run_1/met1.png
Scale bar: 50 um.
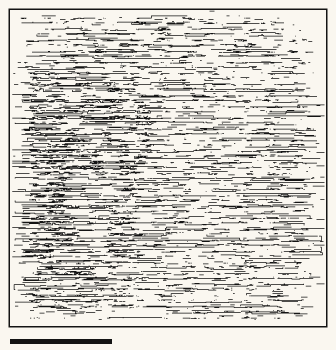
run_1/met2.png
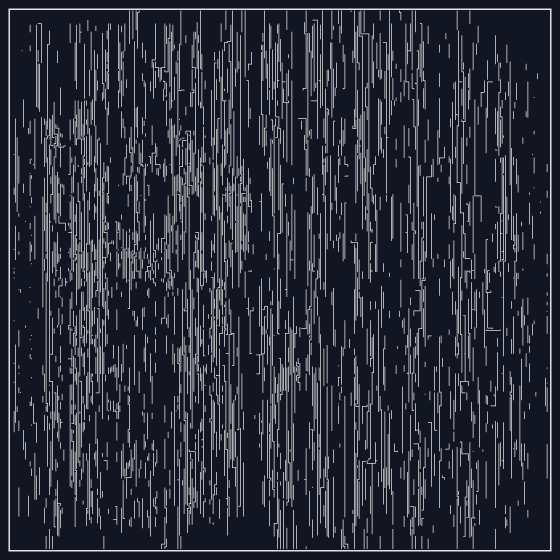
run_1/met3.png
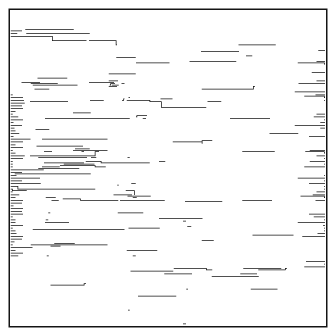
--- src/rtl/fetch_unit_if.sv ---
// Bundles the instruction-memory, decode and redirect signals of the fetch unit.
// fetch_err exists only when FETCH_MISALIGN_CHK_EN is defined.
interface fetch_unit_if #(
  parameter int unsigned XLEN = 32
) ();
  logic            imem_req_valid;
  logic            imem_req_ready;
  logic [XLEN-1:0] imem_req_addr;
  logic            imem_rsp_valid;
  logic [XLEN-1:0] imem_rsp_data;
  logic            inst_valid;
  logic            inst_ready;
  logic [XLEN-1:0] inst_data;
  logic [XLEN-1:0] inst_pc;
  logic            redirect_valid;
  logic [XLEN-1:0] redirect_pc;
`ifdef FETCH_MISALIGN_CHK_EN
  logic            fetch_err;
`endif

  // Fetch-unit side.
  modport master (
`ifdef FETCH_MISALIGN_CHK_EN
    output fetch_err,
`endif
    output imem_req_valid,
    output imem_req_addr,
    input  imem_req_ready,
    input  imem_rsp_valid,
    input  imem_rsp_data,
    output inst_valid,
    output inst_data,
    output inst_pc,
    input  inst_ready,
    input  redirect_valid,
    input  redirect_pc
  );

  // Memory / decode / execute side.
  modport slave (
`ifdef FETCH_MISALIGN_CHK_EN
    input  fetch_err,
`endif
    input  imem_req_valid,
    input  imem_req_addr,
    output imem_req_ready,
    output imem_rsp_valid,
    output imem_rsp_data,
    input  inst_valid,
    input  inst_data,
    input  inst_pc,
    output inst_ready,
    output redirect_valid,
    output redirect_pc
  );
endinterface

--- src/rtl/fetch_unit.sv ---
// Decoupled instruction fetch: credit-limited PC generator, in-order response path and
// {pc, instruction} FIFO. Define FETCH_MISALIGN_CHK_EN to halt on misaligned redirects.
module fetch_unit #(
  parameter int unsigned     XLEN            = 32,
  parameter logic [XLEN-1:0] RESET_PC        = '0,
  parameter int unsigned     FIFO_DEPTH      = 4,
  parameter int unsigned     MAX_OUTSTANDING = 4
) (
  input logic          clk,
  input logic          reset,
  fetch_unit_if.master bus
);

  localparam int unsigned PtrW = $clog2(FIFO_DEPTH);
  localparam int unsigned CntW = $clog2(FIFO_DEPTH + 1);
  localparam int unsigned OutW = $clog2(MAX_OUTSTANDING + 1);

  typedef enum logic [1:0] {StBoot, StRun, StHalt} state_e;

  state_e          state_q;
  logic [XLEN-1:0] pc_q, pc_d;
  logic [XLEN-1:0] resp_pc_q, resp_pc_d;
  logic [OutW-1:0] outstanding_q, outstanding_d;
  logic [OutW-1:0] discard_q, discard_d;
  logic [CntW-1:0] count_q, count_d;
  logic [PtrW-1:0] rd_ptr_q, rd_ptr_d;
  logic [PtrW-1:0] wr_ptr_q, wr_ptr_d;
  logic [XLEN-1:0] fifo_pc_q   [FIFO_DEPTH];
  logic [XLEN-1:0] fifo_data_q [FIFO_DEPTH];

  logic            run;
  logic            redirect;
  logic [XLEN-1:0] redirect_target;
  logic [31:0]     inflight;
  logic            req_valid;
  logic            req_fire;
  logic            rsp_keep;
  logic            push;
  logic            pop;
  logic            fifo_valid;

  assign run      = (state_q == StRun);
  assign redirect = run && bus.redirect_valid;

`ifdef FETCH_MISALIGN_CHK_EN
  logic err_q;
  logic misalign;
  assign redirect_target = bus.redirect_pc;
  assign misalign        = redirect && (bus.redirect_pc[1:0] != 2'b00);
  assign bus.fetch_err   = err_q;
`else
  assign redirect_target = {bus.redirect_pc[XLEN-1:2], 2'b00};
`endif

  // Credit rule: every accepted request already owns a FIFO slot for its response.
  assign inflight  = 32'(count_q) + 32'(outstanding_q);
  assign req_valid = run && !bus.redirect_valid && (inflight < FIFO_DEPTH) &&
                     (32'(outstanding_q) < MAX_OUTSTANDING);
  assign req_fire  = req_valid && bus.imem_req_ready;

  assign rsp_keep   = bus.imem_rsp_valid && (discard_q == '0);
  assign push       = rsp_keep && !redirect;
  assign fifo_valid = (count_q != '0);
  assign pop        = fifo_valid && bus.inst_ready && !redirect;

  assign bus.imem_req_valid = req_valid;
  assign bus.imem_req_addr  = pc_q;
  assign bus.inst_valid     = fifo_valid;
  assign bus.inst_data      = fifo_valid ? fifo_data_q[rd_ptr_q] : '0;
  assign bus.inst_pc        = fifo_valid ? fifo_pc_q[rd_ptr_q] : '0;

  always_comb begin
    pc_d          = pc_q;
    resp_pc_d     = resp_pc_q;
    outstanding_d = outstanding_q;
    discard_d     = discard_q;
    count_d       = count_q;
    rd_ptr_d      = rd_ptr_q;
    wr_ptr_d      = wr_ptr_q;

    if (req_fire && !bus.imem_rsp_valid) begin
      outstanding_d = outstanding_q + OutW'(1);
    end else if (!req_fire && bus.imem_rsp_valid) begin
      outstanding_d = outstanding_q - OutW'(1);
    end

    if (redirect) begin
      // Everything still in flight, including a response landing now, is stale.
      pc_d      = redirect_target;
      resp_pc_d = redirect_target;
      discard_d = outstanding_q - OutW'(bus.imem_rsp_valid);
      count_d   = '0;
      rd_ptr_d  = '0;
      wr_ptr_d  = '0;
    end else begin
      if (req_fire) begin
        pc_d = pc_q + XLEN'(4);
      end
      if (bus.imem_rsp_valid && (discard_q != '0)) begin
        discard_d = discard_q - OutW'(1);
      end
      if (push) begin
        resp_pc_d = resp_pc_q + XLEN'(4);
        wr_ptr_d  = wr_ptr_q + PtrW'(1);
      end
      if (pop) begin
        rd_ptr_d = rd_ptr_q + PtrW'(1);
      end
      if (push && !pop) begin
        count_d = count_q + CntW'(1);
      end else if (!push && pop) begin
        count_d = count_q - CntW'(1);
      end
    end
  end

  always_ff @(posedge clk or negedge reset) begin
    if (!reset) begin
      state_q <= StBoot;
`ifdef FETCH_MISALIGN_CHK_EN
      err_q   <= 1'b0;
`endif
    end else begin
      unique case (state_q)
        StBoot: state_q <= StRun;
        StRun: begin
`ifdef FETCH_MISALIGN_CHK_EN
          if (misalign) begin
            state_q <= StHalt;
            err_q   <= 1'b1;
          end
`endif
        end
        StHalt:  state_q <= StHalt;
        default: state_q <= StBoot;
      endcase
    end
  end

  always_ff @(posedge clk or negedge reset) begin
    if (!reset) begin
      pc_q          <= RESET_PC;
      resp_pc_q     <= RESET_PC;
      outstanding_q <= '0;
      discard_q     <= '0;
      count_q       <= '0;
      rd_ptr_q      <= '0;
      wr_ptr_q      <= '0;
    end else begin
      pc_q          <= pc_d;
      resp_pc_q     <= resp_pc_d;
      outstanding_q <= outstanding_d;
      discard_q     <= discard_d;
      count_q       <= count_d;
      rd_ptr_q      <= rd_ptr_d;
      wr_ptr_q      <= wr_ptr_d;
    end
  end

  // Storage needs no reset: empty entries are masked on the outputs.
  always_ff @(posedge clk) begin
    if (push) begin
      fifo_pc_q[wr_ptr_q]   <= resp_pc_q;
      fifo_data_q[wr_ptr_q] <= bus.imem_rsp_data;
    end
  end

endmodule
--- src/flat_wrapper.sv ---
// flat-port wrapper written by rule: the top's interface ports become plain ports
module fetch_unit_flat 
#(
  parameter int unsigned     XLEN            = 32,
  parameter logic [XLEN-1:0] RESET_PC        = '0,
  parameter int unsigned     FIFO_DEPTH      = 4,
  parameter int unsigned     MAX_OUTSTANDING = 4
)
  (clk, reset, bus_imem_req_valid, bus_imem_req_addr, bus_imem_req_ready, bus_imem_rsp_valid, bus_imem_rsp_data, bus_inst_valid, bus_inst_data, bus_inst_pc, bus_inst_ready, bus_redirect_valid, bus_redirect_pc);
  fetch_unit_if #(.XLEN(XLEN)) bus_i ();
  input logic clk;
  input logic reset;
  output wire logic [$bits(bus_i.imem_req_valid)-1:0] bus_imem_req_valid;
  output wire logic [$bits(bus_i.imem_req_addr)-1:0] bus_imem_req_addr;
  input wire logic [$bits(bus_i.imem_req_ready)-1:0] bus_imem_req_ready;
  input wire logic [$bits(bus_i.imem_rsp_valid)-1:0] bus_imem_rsp_valid;
  input wire logic [$bits(bus_i.imem_rsp_data)-1:0] bus_imem_rsp_data;
  output wire logic [$bits(bus_i.inst_valid)-1:0] bus_inst_valid;
  output wire logic [$bits(bus_i.inst_data)-1:0] bus_inst_data;
  output wire logic [$bits(bus_i.inst_pc)-1:0] bus_inst_pc;
  input wire logic [$bits(bus_i.inst_ready)-1:0] bus_inst_ready;
  input wire logic [$bits(bus_i.redirect_valid)-1:0] bus_redirect_valid;
  input wire logic [$bits(bus_i.redirect_pc)-1:0] bus_redirect_pc;
  assign bus_imem_req_valid = bus_i.imem_req_valid;
  assign bus_imem_req_addr = bus_i.imem_req_addr;
  assign bus_i.imem_req_ready = bus_imem_req_ready;
  assign bus_i.imem_rsp_valid = bus_imem_rsp_valid;
  assign bus_i.imem_rsp_data = bus_imem_rsp_data;
  assign bus_inst_valid = bus_i.inst_valid;
  assign bus_inst_data = bus_i.inst_data;
  assign bus_inst_pc = bus_i.inst_pc;
  assign bus_i.inst_ready = bus_inst_ready;
  assign bus_i.redirect_valid = bus_redirect_valid;
  assign bus_i.redirect_pc = bus_redirect_pc;
  fetch_unit #(.XLEN(XLEN), .RESET_PC(RESET_PC), .FIFO_DEPTH(FIFO_DEPTH), .MAX_OUTSTANDING(MAX_OUTSTANDING)) u_core (.clk(clk), .reset(reset), .bus(bus_i));
endmodule
--- config.mk ---
export PLATFORM = sky130hd
export DESIGN_NAME = fetch_unit_flat
export DESIGN_NICKNAME = d
export VERILOG_FILES = /design/src/rtl/fetch_unit_if.sv /design/src/rtl/fetch_unit.sv /design/src/flat_wrapper.sv
export SDC_FILE = /design/constraint.sdc
export NUM_CORES = 1
export LEC_CHECK = 0
export CORE_MARGIN = 2
export CORE_UTILIZATION = 60
export CTS_BUF_LIST = sky130_fd_sc_hd__clkbuf_4 sky130_fd_sc_hd__clkbuf_8
export DETAILED_ROUTE_END_ITERATION = 12
export GPL_ROUTABILITY_DRIVEN = 0
export HOLD_SLACK_MARGIN = 0.02
export PLACE_DENSITY_LB_ADDON = 0.08
export SKIP_CTS_REPAIR_TIMING = 1
export SLEW_MARGIN = 10
export SYNTH_ARGS = -nofsm -noshare
export SYNTH_HDL_FRONTEND = slang
export SYNTH_SLANG_ARGS = --single-unit
--- constraint.sdc ---
create_clock -name clk -period 9.2 [get_ports clk]
set_input_delay 0.92 -clock clk [delete_from_list [all_inputs] [get_ports clk]]
set_output_delay 0.92 -clock clk [all_outputs]
set_load 0.005 [all_outputs]
==> results_dict.tcl, run 1 <==
# yosys + openroad results
set metrics [dict create \
    grt_setup_unrepaired "no" \
    routedWlPerCell_um 20.2 \
    ys_seq_elements 323 \
    worstSetupPathType "reg2out" \
    ff_latch_area_um2 9330 \
    worst_r2r_path_depth 6 \
    yosys.cell_types.count 48 \
    crit_path_end "bus_inst_pc[12]" \
    fin_tns_setup_ns 0 \
    drtPass1Iterations 5 \
    design.core.area_um2 22400 \
    fp.dieH_um 155 \
    max_cap_viol 0 \
    grt_busiest_layer "met2" \
    hold_path.class "in2async" \
    critical_path_cell_count 4 \
    final-instance-count-excl-fill 1370 \
    cts-htree-levels 2 \
    clock_skew_ns 0.0253 \
    dr.first_iter.drc_count 585 \
    switching_power_mw 1.07 \
    fp.dieArea_um2 23900 \
    critical-path-top-delay-family "buffers and inverters" \
    power.combinational.fraction_pct 26.2 \
    dominantRegCellSynth "edfxtp_1" \
    critical_register_to_register_path_startpoint "u_core.outstanding_q[2]$_DFFE_PN0P_" \
    switching_share_pct 26.7 \
    timing.final.crit_share_pct 46.2 \
    and_or_or_and_share_of_the_synthesized_area_pct 3.43 \
    floorplan.rows 55 \
    final_nets 1133 \
    crit_chain "buf_4 -> mux4_2 -> and2_1 -> clkdlybuf4s50_1" \
    n_fill_cell 1415 \
    clock_latency_ns 0.56 \
    num_cts_buffers 51 \
    detail_route.drc_violations 0 \
    final_core_utilization_pct 73.5 \
    grt_util_all_layers_pct 23.7 \
    postSynth.asyncResetShare_pct 23.2 \
    numClockSinks 323 \
    crit_fanout 34 \
    final_layout_size_suffix_gt1_share_pct 15.9 \
    synthesis.instances 864 \
    xor_and_xnor_fraction_of_the_mapped_netlist_area_pct 3.15 \
    placedInstanceArea_um2 15500 \
    synth_area_um2 13600 \
    drv_slew 0 \
    cp-start-kind "flip-flop" \
    timing.reg2reg.setup_slack_ns 6.29 \
    worst_path_max_delay_cell "dfrtp_4" \
    cp.required_ns 8.28 \
    synth-adder-area-share_pct 1.58 \
    max_slew.worst_pin.slew_ns 1.13 \
    cts_root_buf "clkbuf_8" \
    dp.final_hpwl_um 17000 \
    area_growth_pct 21.0 \
    setup_viol_count_final 0 \
    critical_path.max_stage_delay_ns 0.84 \
    first_global_vias 8321 \
    cellPowerDensity_nw_per_um2 243 \
    antenna_found_initial 0 \
    synth.yosys.num_cells 864 \
    final.min_clock_period_ns 4.25 \
    cp_num_buf_inv 2 \
    ant_nets 0 \
    clk_pin_slew_ns 0.06 \
    floorplan.die.width_um 155 \
    setup_slack_ns 4.95 \
    gr-total-overflow 0 \
    dp_worst_setup_slack_ns 5.43 \
    syn-mean-instance-area_um2 15.8 \
    ys.warnings.count 0 \
    io_pins 168 \
    final_layout_top_logic_cells "248 x edfxtp_1, 160 x clkdlybuf4s50_1, 73 x dfrtp_1" \
    ir_drop_mv 0.182 \
    tritoncts "yes" \
    setup.worst_path.end_class "output port" \
    final_layout_top_logic_cell "edfxtp_1" \
    seq_power_share_pct 44.7 \
    maxSlewHeadroom_pct 23.7 \
    grt_start_max_net_pins 76 \
    max_freq_mhz 235 \
    edf_count 248 \
    dp_cells 1279 \
    floorplanUtilization_pct 60.8 \
    grt_first_pass_wirelength_um 44100 \
    antenna-diode-count 0 \
    finalInstanceArea_um2 16500 \
    ys_sh_mux_pct 10.7 \
    worstReg2RegEnd "u_core.bus.imem_req_addr[27]$_DFFE_PN0P_" \
    critical_path_arrival_ns 3.33 \
    final_hold_viol_count 0 \
    report.power.total_mw 4.01 \
    post_synth_and_or_nand_nor_area_fraction_pct 10.8 \
    yosys-stat-area_um2 13600 \
    clockPowerShare_pct 29.1 \
    final-comb-area_um2 4070 \
    power.static_leakage_nw 5.63 \
    synth.yosys.seq_area_share_pct 68.4 \
    openroad.warnings 32 \
    outcome "finished clean" \
    synthTopLogicFamily "simple AND/OR/NAND/NOR gates" \
    fin_hold_ws_ns 0.489 \
    cellInternalPower_mw 2.94 \
    beginning_of_the_critical_path "u_core.rd_ptr_q[0]$_DFFE_PN0P_" \
    vias_per_cell 5.89 \
    port_buffers 161 \
    cts_max_path_buffers 3 \
]
-- met1.png (at the start) --
nets with wire on the layer: 1,022
wire length on this layer: 12,100 um
longest straight run: 39.1 um
main direction: horizontal
share of all routed wire: 43%
total via count in the routed design: 8,066
total length of routed wires: 27,700 um
met1 usage: 33.9%

-- met2.png (at the start) --
main direction: vertical
wire length on this layer: 13,400 um
share of all routed wire: 48%
nets with wire on the layer: 984
longest straight run: 55.2 um
met2 Track Usage GR: 38.4%

-- met3.png (at the start) --
longest straight run: 44.6 um
share of all routed wire: 6.8%
main direction: horizontal
nets with wire on the layer: 167
met3 track demand over resource: 4.82%

run 1: registers in the layout, indices dropped and copies added, names as in the netlist, 3 cells and up:
signal	cells
u_core.bus.imem_req_addr	30
u_core.count_q	3
u_core.discard_q	3
u_core.fifo_data_q	128
u_core.fifo_pc_q	120
u_core.outstanding_q	3
u_core.resp_pc_q	30
run 1: routing by layer:
metal / routed length [um] / up-vias
met4: 388 / 0
met1: 12100 / 4057
met2: 13400 / 301
li1: - / 3676
met5: 0 / -
met3: 1890 / 32
run 1: power groups by stage:
stage / combinational (mW) / clock (mW) / sequential (mW)
final: 1.05 / 1.17 / 1.79
after CTS: 1.07 / 1.19 / 1.79
after floorplan: 0.609 / 0 / 1.75
after global routing: 1.15 / 1.26 / 1.81
after global placement: 1.05 / 0 / 1.82
after detailed placement: 1.07 / 0 / 1.82
run 1: area by class of cell:
class	count	share of cell area (%)
repair buffers	170	10.2
clock buffers	79	5.72
multi-input cells	483	24.7
clock inverters	12	0.303
flip-flops and latches	323	56.6
well taps	285	2.16
inverters	18	0.410
run 1: cell families after synthesis:
family	Yosys count
buffers and inverters	61
AOI/OAI and AO/OA	79
adders and majority gates	16
other	1
and+or+nand+nor	267
xor gates and xnor gates	49
muxes	68
DFF	323
run 1: worst register-to-register path, cell delays in order, from the launching register on:
cell and delay, ns:
dfrtp_1 0.46, ha_1 0.32, nor3_2 0.33, nand3_1 0.40, or2_1 0.47, or3_1 0.47, o311ai_0 0.33
run 1: cell usage after synthesis, types with 18 or more instances:
master    instances  area share [%]
xnor2_1          34             2.2
edfxtp_1        248              55
dfrtp_1          75              14
nand2_1          45             1.2
and2_1           64             2.9
clkbuf_1         31            0.85
a21oi_1          32             1.2
mux4_2           62              10
nor2_1           40             1.1
inv_1            18            0.50
nand3_1          31             1.1
o21ai_0          20            0.73
--- run 2 (diff from run 1) ---
--- a/config.mk
+++ b/config.mk
@@ -6,7 +6,7 @@
 export NUM_CORES = 1
 export LEC_CHECK = 0
 export CORE_MARGIN = 2
-export CORE_UTILIZATION = 60
+export CORE_UTILIZATION = 58
 export CTS_BUF_LIST = sky130_fd_sc_hd__clkbuf_4 sky130_fd_sc_hd__clkbuf_8
 export DETAILED_ROUTE_END_ITERATION = 12
 export GPL_ROUTABILITY_DRIVEN = 0
==> constraint.sdc (replaced) <==
create_clock -name clk -period 4.39 [get_ports clk]
set_input_delay 0.439 -clock clk [delete_from_list [all_inputs] [get_ports clk]]
set_output_delay 0.439 -clock clk [all_outputs]
set_load 0.005 [all_outputs]
==> results_dict.tcl, run 2 <==
# yosys + openroad results
set metrics [dict create \
    cts_root_buf "clkbuf_8" \
    post_synth_and_or_nand_nor_area_fraction_pct 10.8 \
    synth.area.top_cells "edfxtp_1 55%, dfrtp_1 14%, mux4_2 10%" \
    ant_nets 0 \
    outcome "finished clean" \
    crit_chain "buf_4 -> mux4_2 -> and2_1 -> clkdlybuf4s50_1" \
    final.min_clock_period_ns 3.32 \
    port_buffers 161 \
    critical_path_arrival_ns 2.88 \
    timing.final.crit_share_pct 75.6 \
    antenna-diode-count 0 \
    dominantRegCellSynth "edfxtp_1" \
    xor_and_xnor_fraction_of_the_mapped_netlist_area_pct 3.15 \
    drtPass1Iterations 4 \
    dr.first_iter.drc_count 565 \
    clk_pin_slew_ns 0.06 \
    maxSlewHeadroom_pct 30.7 \
    top_layer_used "met4" \
    detailroute.wirelength.met3_um 1660 \
    postSynth.asyncResetShare_pct 23.2 \
    wl_met1_um 12100 \
    setup.worst_path.end_class "output port" \
    yosysTopAreaCell "edfxtp_1" \
    largest_reg_flops 128 \
    floorplan.rows 56 \
    num_cts_buffers 50 \
    first_global_vias 8145 \
    top_cells_by_count "248 x edfxtp_1, 75 x dfrtp_1, 64 x and2_1" \
    met2WireLength_um 13700 \
    grt_setup_unrepaired "no" \
    synth.yosys.seq_area_share_pct 68.4 \
    cellPowerDensity_nw_per_um2 515 \
    worstReg2RegEnd "u_core.bus.imem_req_addr[29]$_DFFE_PN0P_" \
    critical_path_cell_count 4 \
    fp.dieArea_um2 24700 \
    floorplan.die.width_um 157 \
    yosys.cell_types.count 48 \
    grt_util_all_layers_pct 23.2 \
    cp.required_ns 3.95 \
    setup_viol_count_final 0 \
    cp-start-kind "flip-flop" \
    ys.warnings.count 0 \
    critical-path-top-delay-family "buffers and inverters" \
    grt_busiest_layer "met2" \
    grt_first_pass_wirelength_um 43800 \
    openroad.warnings 32 \
    netlist.area_leader.share_pct 54.6 \
    final_hold_viol_count 0 \
    fp.dieH_um 157 \
    max_freq_mhz 301 \
    vias_per_cell 5.70 \
    edf_count 248 \
    ir_drop_mv 0.287 \
    worst_r2r_path_depth 6 \
    synth.yosys.num_cells 864 \
    fin_tns_setup_ns 0 \
    yosys-stat-area_um2 13600 \
    and_or_or_and_share_of_the_synthesized_area_pct 3.43 \
    detail_route.drc_violations 0 \
    worst_path_max_delay_cell "dfrtp_4" \
    crit_fanout 21 \
    floorplanUtilization_pct 58.6 \
    critical_path.max_stage_delay_ns 0.70 \
    antenna_found_initial 0 \
    ys_seq_elements 323 \
    post-synth-top-count-cell "edfxtp_1" \
    max_cap_viol 0 \
    grt_start_max_net_pins 67 \
    largestRegisters "u_core.fifo_data_q: 128 flops, u_core.fifo_pc_q: 120 flops" \
    syn-mean-instance-area_um2 15.8 \
    synthesis.instances 864 \
    clock_skew_ns 0.0271 \
    setup_slack_ns 1.07 \
    dp.final_hpwl_um 17500 \
    final_layout_top_logic_cells "248 x edfxtp_1, 160 x clkdlybuf4s50_1, 73 x dfrtp_1" \
    clock_latency_ns 0.57 \
    io_pins 168 \
    power.static_leakage_nw 5.72 \
    drv_slew 0 \
    final_layout_size_suffix_gt1_share_pct 17.0 \
    synth-adder-area-share_pct 1.58 \
    synthTopLogicFamily "simple AND/OR/NAND/NOR gates" \
    final_layout_top_logic_cell "edfxtp_1" \
    synth_area_um2 13600 \
    top_register "u_core.fifo_data_q" \
    final_nets 1139 \
    cts_max_path_buffers 3 \
    tritoncts "yes" \
    design.core.area_um2 23300 \
    routedWlPerCell_um 19.7 \
    numClockSinks 323 \
    worstSetupPathType "reg2out" \
    timing.reg2reg.setup_slack_ns 1.50 \
    max_slew.worst_pin.slew_ns 1.03 \
    cp_num_buf_inv 2 \
    grt_use_met3_pct 4.46 \
    dp_worst_setup_slack_ns 1.32 \
    cts-htree-levels 2 \
    area_growth_pct 23.0 \
    gr-total-overflow 0 \
    critical_register_to_register_path_startpoint "u_core.outstanding_q[2]$_DFFE_PN0P_" \
    hold_path.class "in2async" \
    ys_sh_mux_pct 10.7 \
]
-- run 2: cell counts after synthesis --
No cell type changed its count.
-- run 2: worst max path at each step --
stage / from / end
3_5_place_dp: bus_redirect_valid / u_core.bus.imem_req_addr[29]$_DFFE_PN0P_
4_1_cts: u_core.rd_ptr_q[0]$_DFFE_PN0P_ / bus_inst_pc[12]
3_3_place_gp: bus_redirect_valid / u_core.bus.imem_req_addr[27]$_DFFE_PN0P_
6_report: u_core.rd_ptr_q[0]$_DFFE_PN0P_ / bus_inst_pc[12]
2_1_floorplan: u_core.discard_q[0]$_DFFE_PN0P_ / u_core.fifo_data_q[0][0]$_DFFE_PP_
5_1_grt: u_core.rd_ptr_q[0]$_DFFE_PN0P_ / bus_inst_pc[12]
-- run 2: where the power goes --
group	total (mW)	internal (mW)	switching [mW]
Sequential	3.72	3.49	0.232
Combinational	2.24	1.33	0.909
Clock	2.67	1.53	1.14
Total	8.64	6.36	2.28
-- run 2: metrics by stage --
stage / total power, mW / instance area (um2) / hold slack, ns / util [%] / instances
floorplan: 4.95 / 13600 / 0.143 / - / 867
global placement: 6.05 / 15600 / 0.476 / 67.3 / 1319
detailed placement: 6.08 / 15600 / 0.494 / 67.3 / 1319
CTS: 8.75 / 16800 / -0.0627 / 72.0 / 1413
global route: 9.07 / 16800 / 0.475 / 72.1 / 1414
finish: 8.64 / 16800 / 0.475 / 72.1 / 1414
-- run 2: area by class of cell --
cell class / instances / area, um2
Sequential cell: 323 / 9330
Fill cell: 1541 / 6490
Multi-Input combinational cell: 483 / 4070
Timing Repair Buffer: 177 / 1790
Clock buffer: 76 / 965
Tap cell: 319 / 399
Clock inverter: 18 / 148
Inverter: 18 / 67.6
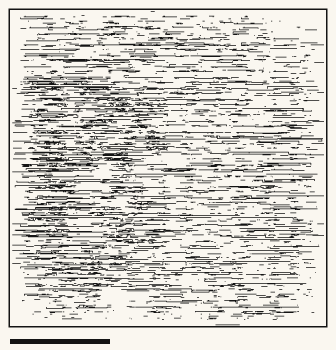
run_2/met1.png
Scale bar: 50 um.
main direction: horizontal
share of all routed wire: 43%
longest straight run: 43.7 um
met1 usage: 32.6%
total via count in the routed design: 8,054
total length of routed wires: 27,900 um

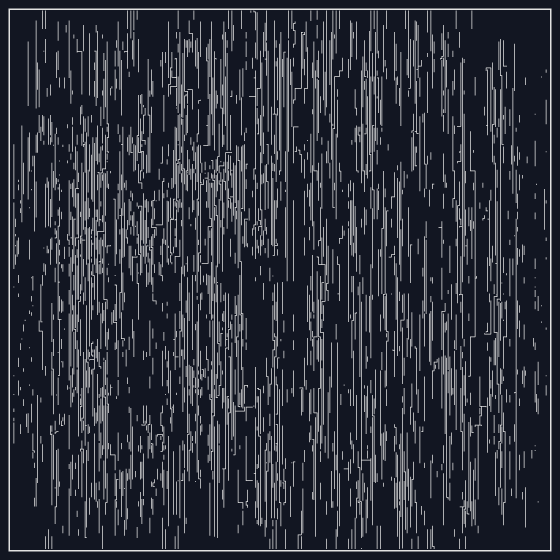
run_2/met2.png
wire length on this layer: 13,700 um
nets with wire on the layer: 962
longest straight run: 81.3 um
met2 Track Usage GR: 37.8%

Power and IR drop assume default switching activity.
